<file path="config.mk">
export PLATFORM = sky130hd
export DESIGN_NAME = dmem_load_align
export DESIGN_NICKNAME = d
export VERILOG_FILES = /design/src/rtl/dmem_load_align.sv
export SDC_FILE = /design/constraint.sdc
export NUM_CORES = 1
export LEC_CHECK = 0
export CORE_MARGIN = 3
export CORE_UTILIZATION = 40
export DETAILED_ROUTE_END_ITERATION = 8
export PLACE_DENSITY_LB_ADDON = 0.12
export SLEW_MARGIN = 20
export SYNTH_ARGS = -nofsm -noshare
export SYNTH_HDL_FRONTEND = slang
export SYNTH_SLANG_ARGS = --single-unit
export TNS_END_PERCENT = 10
</file>
<file path="constraint.sdc">
create_clock -name clk -period 1.6 [get_ports clk]
set_input_delay 0.24 -clock clk [delete_from_list [all_inputs] [get_ports clk]]
set_output_delay 0.24 -clock clk [all_outputs]
set_load 0.02 [all_outputs]
</file>
<file path="src/rtl/dmem_load_align.sv">
// dmem_load_align: load-return path; registers load attributes in EX and returns an
// aligned, sign/zero-extended write-back result two cycles later. Option: DMEM_MISALIGN_TRAP_EN.
module dmem_load_align #(
  parameter int unsigned DATA_W = 32,
  parameter int unsigned RD_W   = 5
) (
  input  logic              clk,
  input  logic              rst,
  input  logic              stall,
  input  logic              flush,
  input  logic [6:0]        opcode,
  input  logic [2:0]        funct,
  input  logic [DATA_W-1:0] addr,
  input  logic [RD_W-1:0]   rd,
  input  logic [DATA_W-1:0] dcache_dout,
  output logic              load_pending,
  output logic              wb_valid,
  output logic [DATA_W-1:0] wb_data,
  output logic [RD_W-1:0]   wb_rd,
  output logic              load_misalign
);

  localparam logic [6:0] OPC_LOAD = 7'b0000011;

  typedef enum logic [2:0] {
    LD_B  = 3'b000,
    LD_H  = 3'b001,
    LD_W  = 3'b010,
    LD_BU = 3'b100,
    LD_HU = 3'b101
  } ld_e;

  logic              r_s1_valid;
  ld_e               r_s1_funct;
  logic [1:0]        r_s1_off;
  logic [RD_W-1:0]   r_s1_rd;
  logic              r_s1_mis;
  logic              r_wb_valid;
  logic [DATA_W-1:0] r_wb_data;
  logic [RD_W-1:0]   r_wb_rd;
  logic              r_mis_pulse;

  logic              w_accept;
  logic              w_mis;
  logic              w_s2_take;
  logic [7:0]        w_byte;
  logic [15:0]       w_half;
  logic [DATA_W-1:0] w_ext;
  logic              w_unused_addr;

  assign w_unused_addr = ^addr[DATA_W-1:2];

  always_comb begin
    w_accept = 1'b0;
    if (opcode == OPC_LOAD) begin
      case (funct)
        LD_B, LD_H, LD_W, LD_BU, LD_HU: w_accept = 1'b1;
        default:                        w_accept = 1'b0;
      endcase
    end
  end

`ifdef DMEM_MISALIGN_TRAP_EN
  always_comb begin
    w_mis = 1'b0;
    case (funct)
      LD_H, LD_HU: w_mis = addr[0];
      LD_W:        w_mis = |addr[1:0];
      default:     w_mis = 1'b0;
    endcase
  end
`else
  assign w_mis = 1'b0;
`endif

  always_comb begin
    w_byte = dcache_dout[7:0];
    case (r_s1_off)
      2'd0: w_byte = dcache_dout[7:0];
      2'd1: w_byte = dcache_dout[15:8];
      2'd2: w_byte = dcache_dout[23:16];
      2'd3: w_byte = dcache_dout[31:24];
      default: w_byte = dcache_dout[7:0];
    endcase
    // Halfword lane chosen by off[1] only, mirroring store-side half placement.
    w_half = r_s1_off[1] ? dcache_dout[31:16] : dcache_dout[15:0];
    w_ext  = dcache_dout;
    case (r_s1_funct)
      LD_B:    w_ext = {{(DATA_W-8){w_byte[7]}}, w_byte};
      LD_BU:   w_ext = {{(DATA_W-8){1'b0}}, w_byte};
      LD_H:    w_ext = {{(DATA_W-16){w_half[15]}}, w_half};
      LD_HU:   w_ext = {{(DATA_W-16){1'b0}}, w_half};
      default: w_ext = dcache_dout;
    endcase
  end

  assign w_s2_take = r_s1_valid & ~flush;

  always_ff @(posedge clk) begin
    if (rst) begin
      r_s1_valid  <= 1'b0;
      r_s1_funct  <= LD_B;
      r_s1_off    <= '0;
      r_s1_rd     <= '0;
      r_s1_mis    <= 1'b0;
      r_wb_valid  <= 1'b0;
      r_wb_data   <= '0;
      r_wb_rd     <= '0;
      r_mis_pulse <= 1'b0;
    end else if (stall) begin
      // Fields hold under stall; a concurrent flush still kills both valid bits.
      r_mis_pulse <= 1'b0;
      if (flush) begin
        r_s1_valid <= 1'b0;
        r_wb_valid <= 1'b0;
      end
    end else begin
      r_s1_valid  <= w_accept & ~flush;
      r_s1_funct  <= ld_e'(funct);
      r_s1_off    <= addr[1:0];
      r_s1_rd     <= rd;
      r_s1_mis    <= w_mis;
      r_wb_valid  <= w_s2_take & ~r_s1_mis;
      r_mis_pulse <= w_s2_take & r_s1_mis;
      if (w_s2_take)
        r_wb_rd <= r_s1_rd;
      if (w_s2_take & ~r_s1_mis)
        r_wb_data <= w_ext;
    end
  end

  assign load_pending  = r_s1_valid;
  assign wb_valid      = r_wb_valid;
  assign wb_data       = r_wb_data;
  assign wb_rd         = r_wb_rd;
  assign load_misalign = r_mis_pulse;

endmodule

</file>
cell_classes.png
Bar = 20 µm.
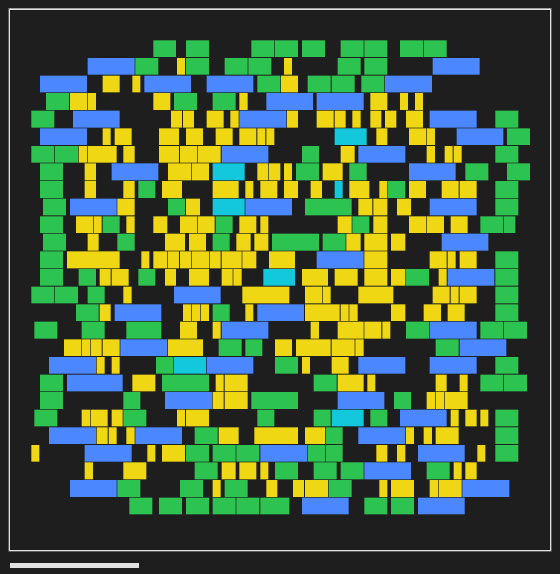
legend:
  other buffers and delay cells:
    color: green
    cells: 120
    share_of_their_area: 33%
  all other logic:
    color: yellow
    cells: 203
    share_of_their_area: 37%
  clock drivers and dummy loads:
    color: cyan
    cells: 7
    share_of_their_area: 2.4%
  flip-flops:
    color: blue
    cells: 49
    share_of_their_area: 28%
area of the core: 0.00568 mm²
share of the core filled with cells in the final layout: 64.6%
post-layout instance area: 0.00366 mm²
flip-flop and latch share of the layout cell area: 26.9%
std cell rows: 27

drive_strength.png
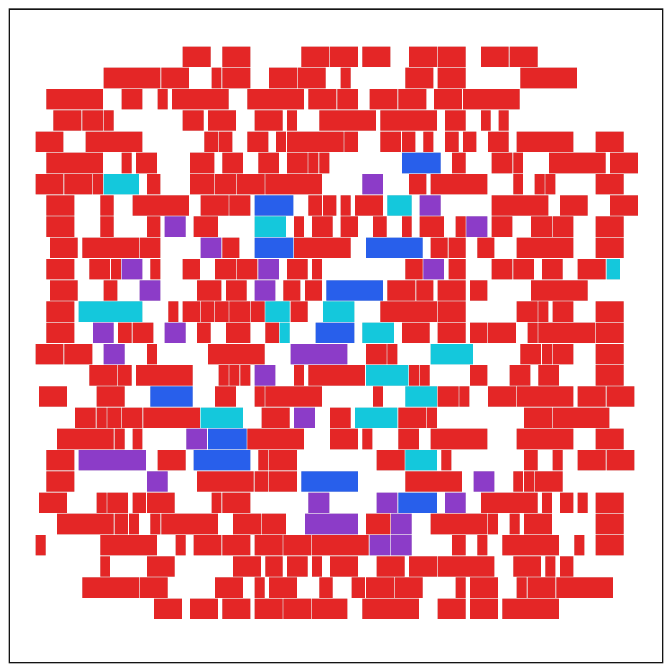
legend:
  drive 1 or less:
    color: red
    cells: 326
    share: 86%
    most_used: clkdlybuf4s50_1
  drive 3 to 4:
    color: purple
    cells: 27
    share: 7.1%
    most_used: buf_4
  drive 6 and up:
    color: blue
    cells: 11
    share: 2.9%
    most_used: clkbuf_8
  drive 2:
    color: cyan
    cells: 15
    share: 4.0%
    most_used: mux2_2
area growth from synthesis to final layout: 52.5%
bufs w/o clock: 120
setup ws final: 22.7 ps

clock_map.png
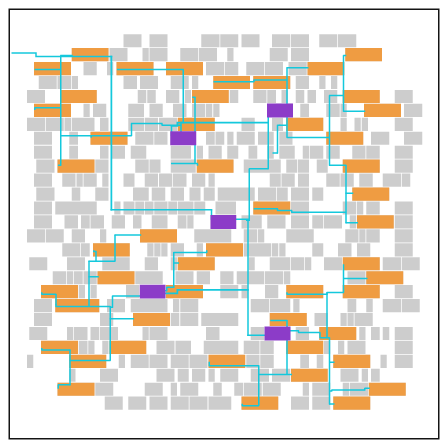
legend:
  flip-flops:
    color: orange
    count: 49
  clock wires:
    color: cyan
    length: 614 µm
  cells driving clock nets:
    color: purple
    count: 5
routed clock nets: 6
flops lie: all over the die

met1.png
Supply wires on this layer in gray.
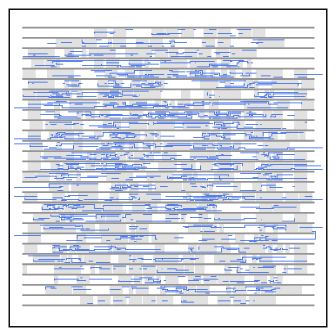
main direction: horizontal
wire length on this layer: 3,140 µm
longest straight run: 32.7 µm
nets with wire on the layer: 383

==> flow_summary.rst <==
Run summary
-----------

.. list-table::
   :header-rows: 1

   * - Metric
     - Value
   * - Cell chosen for the clock root
     - clkbuf_8
   * - Remaining global-route overflow
     - 0
   * - Tap cell count
     - around 70
   * - Cell breakdown of the critical path
     - mux4_2 > a211oi_4 > a2111oi_1
   * - Clock transition at the registers of the reported paths
     - approximately 80 ps
   * - Init Core Util
     - between 40% and 50%
   * - Most frequently placed logic cells in the final layout
     - 89 x clkdlybuf4s50_1, 48 x dfxtp_1, 45 x nor2_1
   * - Yosys cell count
     - between 200 and 300
   * - CP Launch Type
     - register
   * - Peak Freq
     - 634 MHz
   * - Clock Power
     - about 0.74 mW
   * - Logic inverters
     - 2
   * - Clock Network Area Fraction
     - under 10%
   * - Number of distinct standard cells referenced by the synthesized netlist
     - just over 40
   * - Hold worst-path end
     - wb_data[28]$_SDFFE_PP0P_
   * - TritonRoute pass-1 iters
     - 4
   * - Sequential power
     - between 1 and 1.5 mW
   * - Leading cell types by count after synthesis
     - 49 x dfxtp_1, 45 x nor2_1, 24 x a21oi_1
   * - Vias in the first global route
     - 2,297
   * - Setup CP Type
     - register to register
   * - Antenna cells
     - 0
   * - Outcome
     - finished clean
   * - Number of nets with antenna violations after detailed routing
     - 0
   * - Period Utilization, post-route
     - 98.6%
   * - Vertical die size
     - approximately 84 µm
   * - Width of the die
     - approximately 84 µm
   * - Number of logic stages on the critical path including buffering
     - 3
   * - Commonest register cell after synthesis
     - dfxtp_1
   * - Beginning of the worst hold path
     - rst
   * - Most frequently used cell type in the post-synthesis netlist
     - dfxtp_1
   * - Yosys synthesis chip area
     - ~0.0024 mm²
   * - Switching share of total power
     - roughly a quarter
   * - Net switching component of the power
     - around 0.60 mW
   * - Register-to-register setup slack
     - around 23 ps
   * - Power share of the sequential group
     - 51.8%
   * - Cell class ranked first by area
     - logic gates
   * - HP Class
     - input pin to register
   * - Clock Tree Buf Depth
     - 2
   * - Pwr Total
     - roughly 2.4 mW
   * - Clock tree buffer count of the final layout
     - 7
   * - Routed vias
     - around 2,400
   * - Count of library flops with an enable pin
     - 0
   * - Final count of hold timing violations
     - 0
   * - Library cell occupying the most area in the post-synthesis netlist
     - dfxtp_1
   * - Routed wirelength normalized by instance count
     - approximately 15 µm
   * - Setup slack at placement
     - -233 ps
   * - Final worst path period need
     - 1580 ps
   * - WHS Path Cells
     - 2
   * - Resized Gates After CTS
     - 1
   * - Non-clk buf share
     - between 30% and 40%
   * - Pins Over Slew Limit
     - 0
   * - Clock power share
     - 30.5%
   * - Total leakage power
     - 1.34 nW
   * - Kind of end point of the critical path
     - register
   * - Standard cell area after detailed placement
     - 0.00354 mm²
   * - Fraction of the yosys area taken by sequential cells
     - between 40% and 50%
   * - Worst stage delay on the critical path
     - roughly 560 ps
   * - Count of placed standard cells in the final layout, fillers left out
     - around 450
   * - Maximum vdd ir drop
     - 0.397 mV
   * - Number of failing setup endpoints in the final timing report
     - 0
   * - Async set-or-reset flop fraction in the synthesized netlist
     - 0%
   * - Top cell type's share of synthesized area
     - 40.8%
   * - Number of clock sinks
     - about 49
   * - Top Family by Delay on Critical Path
     - multiplexers
   * - Count of maximum capacitance violations
     - 0
   * - Sum of negative setup slack
     - 0 ps
   * - Crit path buffers/inverters
     - 0
per-layer routing:
metal | routed length, µm | share of wire [%] | GRT usage (%) | vias to the layer above
met1 | 3140 | 46 | 26.1 | 1109
met5 | 0 | 0 | 0 | -
met2 | 3290 | 48 | 31.8 | 72
met3 | 363 | 5.3 | 5.13 | 7
met4 | 61 | 0.89 | 5.26 | 0
li1 | - | - | - | 1192
sequential cells by signal (all words and copies together) (netlist names):
signal / cells
load_pending: 1
wb_data: 32
r_s1_funct: 3
wb_valid: 1
r_s1_rd: 5
wb_rd: 5
r_s1_off: 2
cell families after synthesis:
| kind of cell | synth area share, % |
|---|---|
| buffers and inverters | 5.57 |
| flip-flops | 40.8 |
| AND-OR/OR-AND | 22.2 |
| multiplexers | 10.4 |
| other | 0.156 |
| AND/OR/NAND/NOR | 20.9 |
Power figures rest on the tool's default switching activity, not on a simulated workload.
